**src/rtl/postbox_tx_arbiter.sv**
```systemverilog
// Round-robin arbiter sharing the postcode transmit byte between a host serial
// source (A) and a local keypad/status source (B), with a pending-byte timeout.
module postbox_tx_arbiter #(
   parameter int unsigned CLK_PER_US = 2,
   parameter int unsigned TIMEOUT_US = 10000,
   parameter int unsigned CNT_W      = 15
) (
   input  logic       refclk,
   input  logic       rst_n,
   input  logic [7:0] a_data,
   input  logic       a_valid,
   output logic       a_ready,
   input  logic [7:0] b_data,
   input  logic       b_valid,
   output logic       b_ready,
   output logic [7:0] txin,
   output logic       tx_pending,
   input  logic       tx_taken,
   output logic       tx_src,
   output logic       timeout
);

   localparam logic IDLE = 1'b0;
   localparam logic PEND = 1'b1;

   localparam logic [CNT_W-1:0] TERM = CNT_W'(CLK_PER_US * TIMEOUT_US - 1);

   logic             state;
   logic [CNT_W-1:0] count;
   logic             rr_ptr;
   logic             grant_a;
   logic             grant_b;

   // rr_ptr holds the last granted port; on contention the other port wins
   always_comb begin
      grant_a = a_valid & (~b_valid | rr_ptr);
      grant_b = b_valid & (~a_valid | ~rr_ptr);
   end

   assign a_ready    = rst_n & (state == IDLE) & grant_a;
   assign b_ready    = rst_n & (state == IDLE) & grant_b;
   assign tx_pending = (state == PEND);

   always_ff @(posedge refclk) begin
      if (!rst_n) begin
         state   <= IDLE;
         txin    <= '0;
         tx_src  <= 1'b0;
         timeout <= 1'b0;
         count   <= '0;
         rr_ptr  <= 1'b1;
      end else begin
         timeout <= 1'b0;
         if (state == IDLE) begin
            if (grant_a | grant_b) begin
               state  <= PEND;
               txin   <= grant_b ? b_data : a_data;
               tx_src <= grant_b;
               rr_ptr <= grant_b;
               count  <= '0;
            end
         end else begin
            count <= count + 1'b1;
            // a commit on the terminal cycle takes priority over the drop
            if (tx_taken) begin
               state <= IDLE;
            end else if (count == TERM) begin
               state   <= IDLE;
               timeout <= 1'b1;
            end
         end
      end
   end

endmodule

```
**config.mk**
```make
export PLATFORM = sky130hd
export DESIGN_NAME = postbox_tx_arbiter
export DESIGN_NICKNAME = d
export VERILOG_FILES = /design/src/rtl/postbox_tx_arbiter.sv
export SDC_FILE = /design/constraint.sdc
export NUM_CORES = 1
export LEC_CHECK = 0
export ABC_AREA = 1
export CAP_MARGIN = 10
export CELL_PAD_IN_SITES_DETAIL_PLACEMENT = 1
export CELL_PAD_IN_SITES_GLOBAL_PLACEMENT = 2
export CORE_MARGIN = 4
export CORE_UTILIZATION = 27
export DETAILED_ROUTE_END_ITERATION = 8
export GPL_TIMING_DRIVEN = 0
export HOLD_SLACK_MARGIN = 0.05
export PLACE_DENSITY_LB_ADDON = 0.1
export SYNTH_ARGS = -nofsm -noshare
export SYNTH_HDL_FRONTEND = slang
export SYNTH_SLANG_ARGS = --single-unit
```
**constraint.sdc**
```tcl
create_clock -name refclk -period 2 [get_ports refclk]
set_clock_uncertainty 0.1 [all_clocks]
set_input_delay 0.5 -clock refclk [delete_from_list [all_inputs] [get_ports refclk]]
set_output_delay 0.5 -clock refclk [all_outputs]
set_load 0.005 [all_outputs]
```
Run 1, routing congestion:
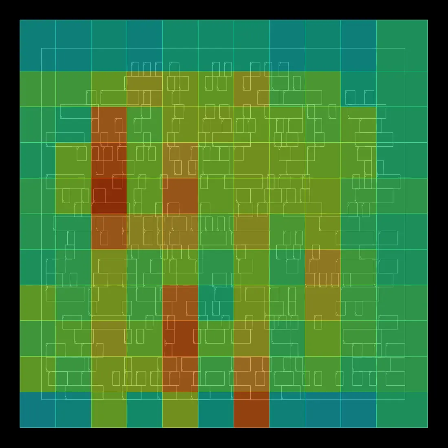
GR Util met3: 2.15%
drt wl/cell: 12.8 um
met2 GRT Util: 21.6%

Run 1, met3 routing:
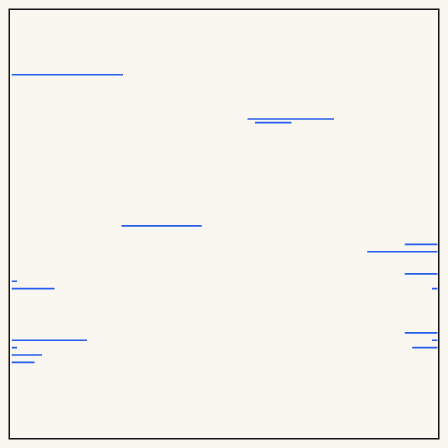
longest straight run	20.2 um
main direction	horizontal
nets with wire on the layer	16
wire length on this layer	124 um
share of all routed wire	3.1%

Run 1, signal wires by layer:
Two of the layers only.
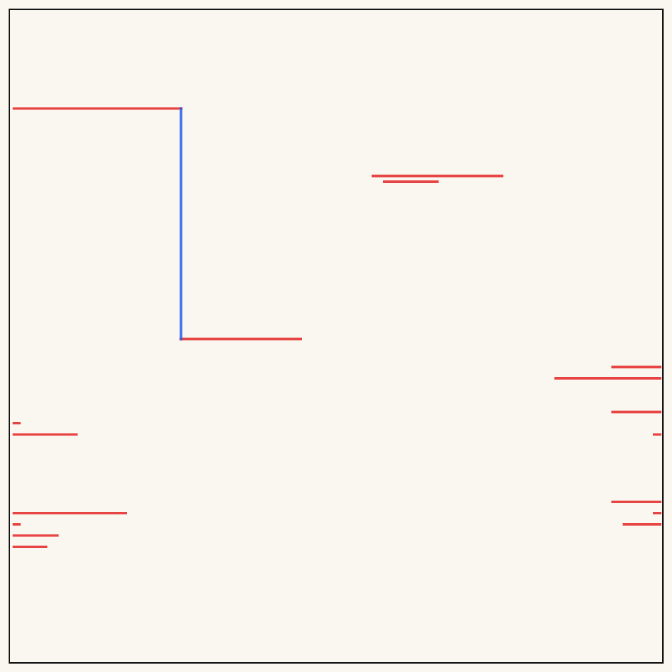
colour	layer	wire length
red	M3	124 um
blue	M4	27.9 um

Run 1, sequential cells coloured by netlist name:
Other sequential cells in the stronger grey, the rest of the logic in the fainter grey.
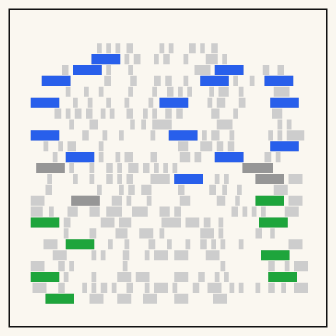
colour	netlist name	sequential cells
blue	count	15
green	txin	8
not coloured	4

-- run 1: worst register-to-register path, delay by kind of cell (launching register included) --
family          cells  cell delay [ps]
fa+ha+maj           1              210
flops               1              370
compound gates      2              240
simple gates        3              480
-- run 1: what timing repair did --
| action | in CTS | in global routing |
|---|---|---|
| buffers inserted | 5 | 0 |
| endpoints found under the setup margin | 2 | 1 |
| resized | 16 | 2 |
| pin swaps | 2 | 0 |
-- run 1: flip-flops by register name, indices dropped and copies added (netlist names) --
register,cells
txin,8
count,15
rr_ptr,1
tx_src,1
tx_pending,1
timeout,1
-- run 1: layer usage --
metal,track usage (%),vias to the layer above
li1,-,751
met1,20.9,635
met2,21.6,18
met3,2.15,2
met4,4.12,0
met5,0,-
==> reports/results.ini, run 1 <==
[cells_and_area]
final-seq-area_um2 = 542
drive_above_1_share_pct = 10.4
final_util_pct = 39.0
n_all_buffers = 42
n_clock_buffer = 3
biggestCellCategory = combinational gates
layout_top_cell = nand2_1

[critical_path]
cp_max_fo = 3
r2r-start = count[0]
crit_buf_inv = 3
worstPathArrival_ps = 1300
startpoint = b_valid

[min_path]
whs_endpoint = txin[1]
min_delay_path_depth = 2

[power]
p_clk_share_pct = 28.7
p_clk_w = 0.000328
peakVddDrop_mv = 0.233
p_sw_share_pct = 28.2
sequentialPowerShare_pct = 50.9
internal-power_w = 0.000821

[clocking]
ctsRootBufferMaster = clkbuf_8
cts_hold_buf = 0
cts_tree = built
tritoncts.num_buffers = 3

[floorplan]
initial_core_util_pct = 28.4
die_x_um = 78.9
n_tap_cell = 67
design.die.area_mm2 = 0.00623

[route]
firstDrtPassIters = 4
route.detailed.drc = 0
drt-vias-per-instance = 4.45

[synth]
syn-cell-area_mm2 = 0.00136
fp_nets = 230
xor_share_pct = 0.645
postSynthSeqShare_pct = 39.8
adder_share_pct = 0.922
synth.distinct_cells = 21
ys.warnings.count = 0
logic_family = simple AND/OR/NAND/NOR gates
syn_inst = 208
ys.flop_type = dfxtp_1

[sta]
finalSetupTns_ps = 0
worst_pin_slew_ps = 257
min_period_ps = 1900
slew_headroom_pct = 82.8
hold_slack_ps = 365
hold_viol_final = 0
timing.fmax_mhz = 526

[global_route]
grt_antenna_before_repair = 0

[place]
dpl.hpwl_um = 3180
dp.cells = 308
dp_slack_ps = -986
place.gp.congestion = 0.722

[job]
cap_violations = 0

[outcome]
status = finished, final reports clean

==> run 2: changes to the inputs <==
- CAP_MARGIN: 10 -> default
Run 2, signal wires by layer:
Two of the layers only.
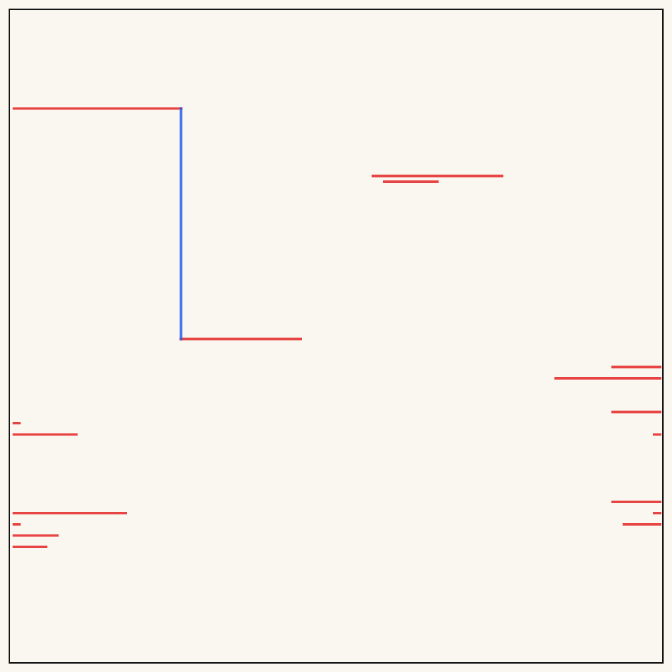
colour	layer	wire length
red	M3	124 um
blue	M4	27.9 um

Run 2, routing congestion:
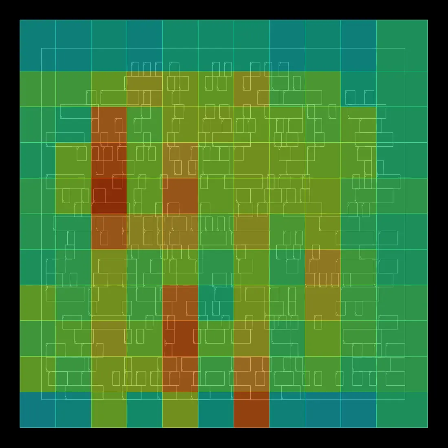
final core occ: 39.0%
GRT Overall Usage: 14.3%
gr busiest metal: met2

Run 2, sequential cells coloured by netlist name:
Other sequential cells in the stronger grey, the rest of the logic in the fainter grey.
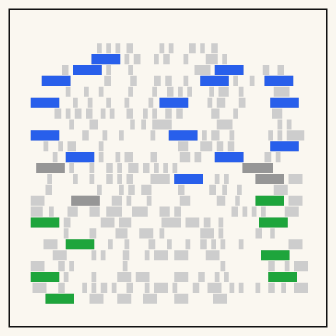
colour	netlist name	sequential cells
blue	count	15
green	txin	8
not coloured	4

==> run 2 against run 1 <==
Compared with the run above: wire length unchanged; global-route usage stayed put; synthesized cell count unchanged; sequential cell count unchanged.
==> reports/results.ini, run 2 <==
[cells_and_area]
nNonClkInverters = 20
fin_area_mm2 = 0.00186
layout_top_cell = nand2_1
regMostFlops = count
drive_above_1_share_pct = 10.4
largest_register_ffs = 15
top_regs = count x15, txin x8
biggestCellCategory = combinational gates
final-seq-area_um2 = 542
n_clock_buffer = 3
n_all_buffers = 42

[place]
place.gp.congestion = 0.722
port_buffers = 33
dp_slack_ps = -986
dpl.hpwl_um = 3180

[clocking]
cts_resized = 16
worstSkewPairLatency_ps = 280
post-cts-setup-buffers = 5
clk_path_buf_depth = 2
cts_hold_buf = 0
tritoncts.num_buffers = 3
ctsRootBufferMaster = clkbuf_8
cts_tree = built

[sta]
hold_viol_final = 0
hold_slack_ps = 365
finalSetupTns_ps = 0
slew_headroom_pct = 82.8
timing.fmax_mhz = 526
worst_pin_slew_ps = 257
min_period_ps = 1900

[global_route]
use_met3_pct = 2.15
met1_usage_pct = 20.9
grt_antenna_before_repair = 0
grt_max_degree = 17
use_met2_pct = 21.6

[synth]
ys.warnings.count = 0
syn_inst = 208
edf_count = 0
synth-seq-cells = 27
postSynthSeqShare_pct = 39.8
synth.distinct_cells = 21
adder_share_pct = 0.922
topCellsByArea = dfxtp_1, nand2_1, nand3_1
yosysMostFrequentCell = nand2_1
syn-cell-area_mm2 = 0.00136
fp_nets = 230
xor_share_pct = 0.645
yosys-stat-cells = 208
ys.flop_type = dfxtp_1
logic_family = simple AND/OR/NAND/NOR gates

[floorplan]
initial_core_util_pct = 28.4
design.die.area_mm2 = 0.00623
die_x_um = 78.9
n_tap_cell = 67

[critical_path]
cpLargestDelayFamily = buffers and inverters
crit_buf_inv = 3
worst_path_largest_cell_delay_ps = 260
r2r-start = count[0]
worstPathArrival_ps = 1300
worstPathRequired_ps = 1400
cp_max_fo = 3
startpoint = b_valid

[route]
firstDrtPassIters = 4
drt-vias-per-instance = 4.45
routed.top_layer = met4
post_drt_wl_per_cell_um = 12.8
drtAntennaViolNets = 0
route.detailed.drc = 0
drtIter0Drc = 35

[power]
peakVddDrop_mv = 0.233

[outcome]
status = finished, final reports clean

[min_path]
whs_endpoint = txin[1]
min_delay_path_depth = 2

[job]
cap_violations = 0

==> run 2: cell counts after synthesis <==
Identical to the previous run, type by type.
==> run 2: power by group <==
| part | internal, W | switching (W) | total, W |
|---|---|---|---|
| clock network | 0.000142 | 0.000187 | 0.000328 |
| registers | 0.000564 | 0.0000192 | 0.000583 |
| logic | 0.000116 | 0.000117 | 0.000234 |
| total | 0.000821 | 0.000323 | 0.00114 |
==> run 2: metrics by stage <==
| step | std cells | power, W | utilization (%) |
|---|---|---|---|
| 5_1_grt | 316 | 0.00122 | 39.0 |
| 4_1_cts | 316 | 0.00117 | 39.0 |
| 6_report | 316 | 0.00114 | 39.0 |
| 3_3_place_gp | 308 | 0.000818 | 37.0 |
| 3_5_place_dp | 308 | 0.000821 | 37.0 |
| 2_1_floorplan | 208 | 0.000697 | - |
==> run 3: changes to the inputs <==
- SLEW_MARGIN: default -> 15
Run 3, I/O pins on the die edge:
Pins as bars across the die edge, other pins in grey.
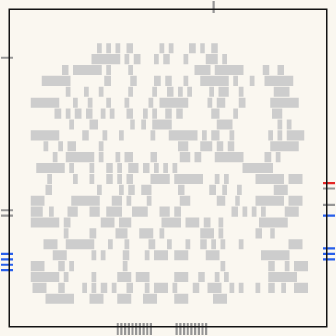
colour	port	pins	direction	edge
red	timeout	1	output	east
blue	txin	8	output	4 east, 4 west

Run 3, routing congestion:
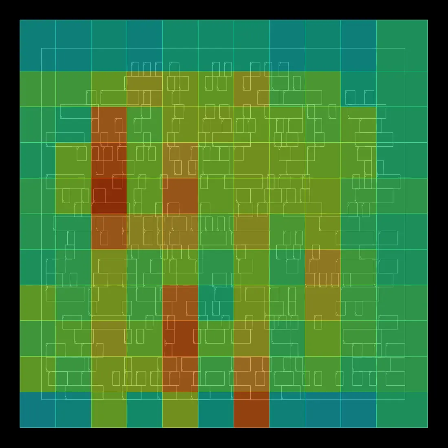
GR Util met1: 20.9%

==> run 3 against run 2 <==
Compared with the run above: critical path depth did not move; cell count did not move; combinational power hardly changed; non-clock buffer count is the same; sequential power about the same; wire length stayed put; sequential cell count is the same; critical path type unchanged; critical endpoint unchanged; global-route usage is the same; count of clock-buffer cells in the layout stayed put; sequential share of layout area stayed put; hold slack did not move.
==> reports/results.ini, run 3 <==
[synth]
synth_area_per_cell_um2 = 6.53
topCellsByArea = dfxtp_1, nand2_1, nand3_1
synth.distinct_cells = 21
ys.flop_type = dfxtp_1
yosys-stat-cells = 208
syn-cell-area_mm2 = 0.00136
fp_nets = 230
ys.warnings.count = 0
syn_inst = 208
yosysMostFrequentCell = nand2_1
postSynthSeqShare_pct = 39.8
edf_count = 0
synth-seq-cells = 27

[route]
drt-vias-per-instance = 4.45
drtIter0Drc = 35
route.detailed.drc = 0
firstDrtPassIters = 4
drtAntennaViolNets = 0
finalWirelength_um = 4050
post_drt_wl_per_cell_um = 12.8

[power]
p_clk_share_pct = 28.7
p_seq_w = 0.000583
peakVddDrop_mv = 0.233
p_clk_w = 0.000328
p_total_w = 0.00114
p_sw_share_pct = 28.2
maxPowerGroup = registers
internal-power_w = 0.000821
switchingPower_w = 0.000323
combPwrFrac_pct = 20.4
sequentialPowerShare_pct = 50.9
power_combinational_w = 0.000234

[clocking]
cts_hold_buf = 0
cts_resized = 16
ctsRootBufferMaster = clkbuf_8
clk_path_buf_depth = 2
path_clk_slew_ps = 90
cts_tree = built
worstSkewPairLatency_ps = 280
tritoncts.num_buffers = 3
post-cts-setup-buffers = 5

[place]
dp_slack_ps = -986
port_buffers = 33
place.gp.congestion = 0.722
dp.cells = 308
dpl.hpwl_um = 3180

[outcome]
status = finished, final reports clean

[critical_path]
cpLargestDelayFamily = buffers and inverters
worstPathRequired_ps = 1400
r2r-start = count[0]
critical-path-slowest-cell = dlygate4sd2_1
end_kind = output port
crit_buf_inv = 3
path_depth = 5
worst_path_largest_cell_delay_ps = 260
cp-start-kind = primary input
startpoint = b_valid
worstPathArrival_ps = 1300
cp_max_fo = 3

[cells_and_area]
regMostFlops = count
fin_area_mm2 = 0.00186
top_regs = count x15, txin x8
drive_above_1_share_pct = 10.4
final_util_pct = 39.0
antenna_cells = 0
layout_top_cell = nand2_1
fin_cells = 316
largest_register_ffs = 15
fin_nets = 272

[sta]
slew_headroom_pct = 82.8
hold_viol_final = 0
timing.fmax_mhz = 526
rsz0062_at_grt = no
min_period_ps = 1900
worst_pin_slew_ps = 257
hold_slack_ps = 365
finalSetupTns_ps = 0

[floorplan]
die_x_um = 78.9
initial_core_util_pct = 28.4
num_rows = 25
design.die.area_mm2 = 0.00623

[global_route]
grt_antenna_before_repair = 0
grtUsageTotal_pct = 14.3
grt_max_degree = 17

[job]
cap_violations = 0

[min_path]
min_delay_path_depth = 2
whs_endpoint = txin[1]

Run 3, met3 routing:
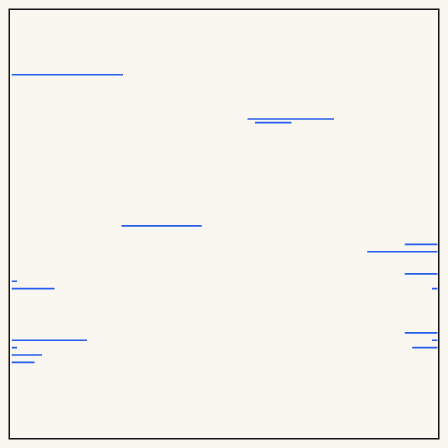
wire length on this layer	124 um
main direction	horizontal
share of all routed wire	3.1%
nets with wire on the layer	16
longest straight run	20.2 um

run 3: final cells by class:
type | count | area (um2)
clock buffers | 3 | 41.3
fillers | 649 | 2920
flip-flops and latches | 27 | 542
clock inverters | 1 | 7.51
inverters | 20 | 81.3
repair buffers | 38 | 354
multi-input cells | 156 | 726
plain buffers | 4 | 28.8
well taps | 67 | 83.8
run 3: metal layers:
metal	vias to the layer above	routed length [um]	track usage (%)
li1	751	-	-
met1	635	2080	20.9
met2	18	1820	21.6
met3	2	124	2.15
met4	0	27	4.12
met5	-	0	0
run 3: cells by family after synthesis:
group           share of synthesized area [%]
compound gates                           9.59
fa+ha+maj                               0.922
xor+xnor                                0.645
flops                                    39.8
simple gates                             41.6
buf+inv                                  7.46
Power figures rest on the tool's default switching activity, not on a simulated workload.
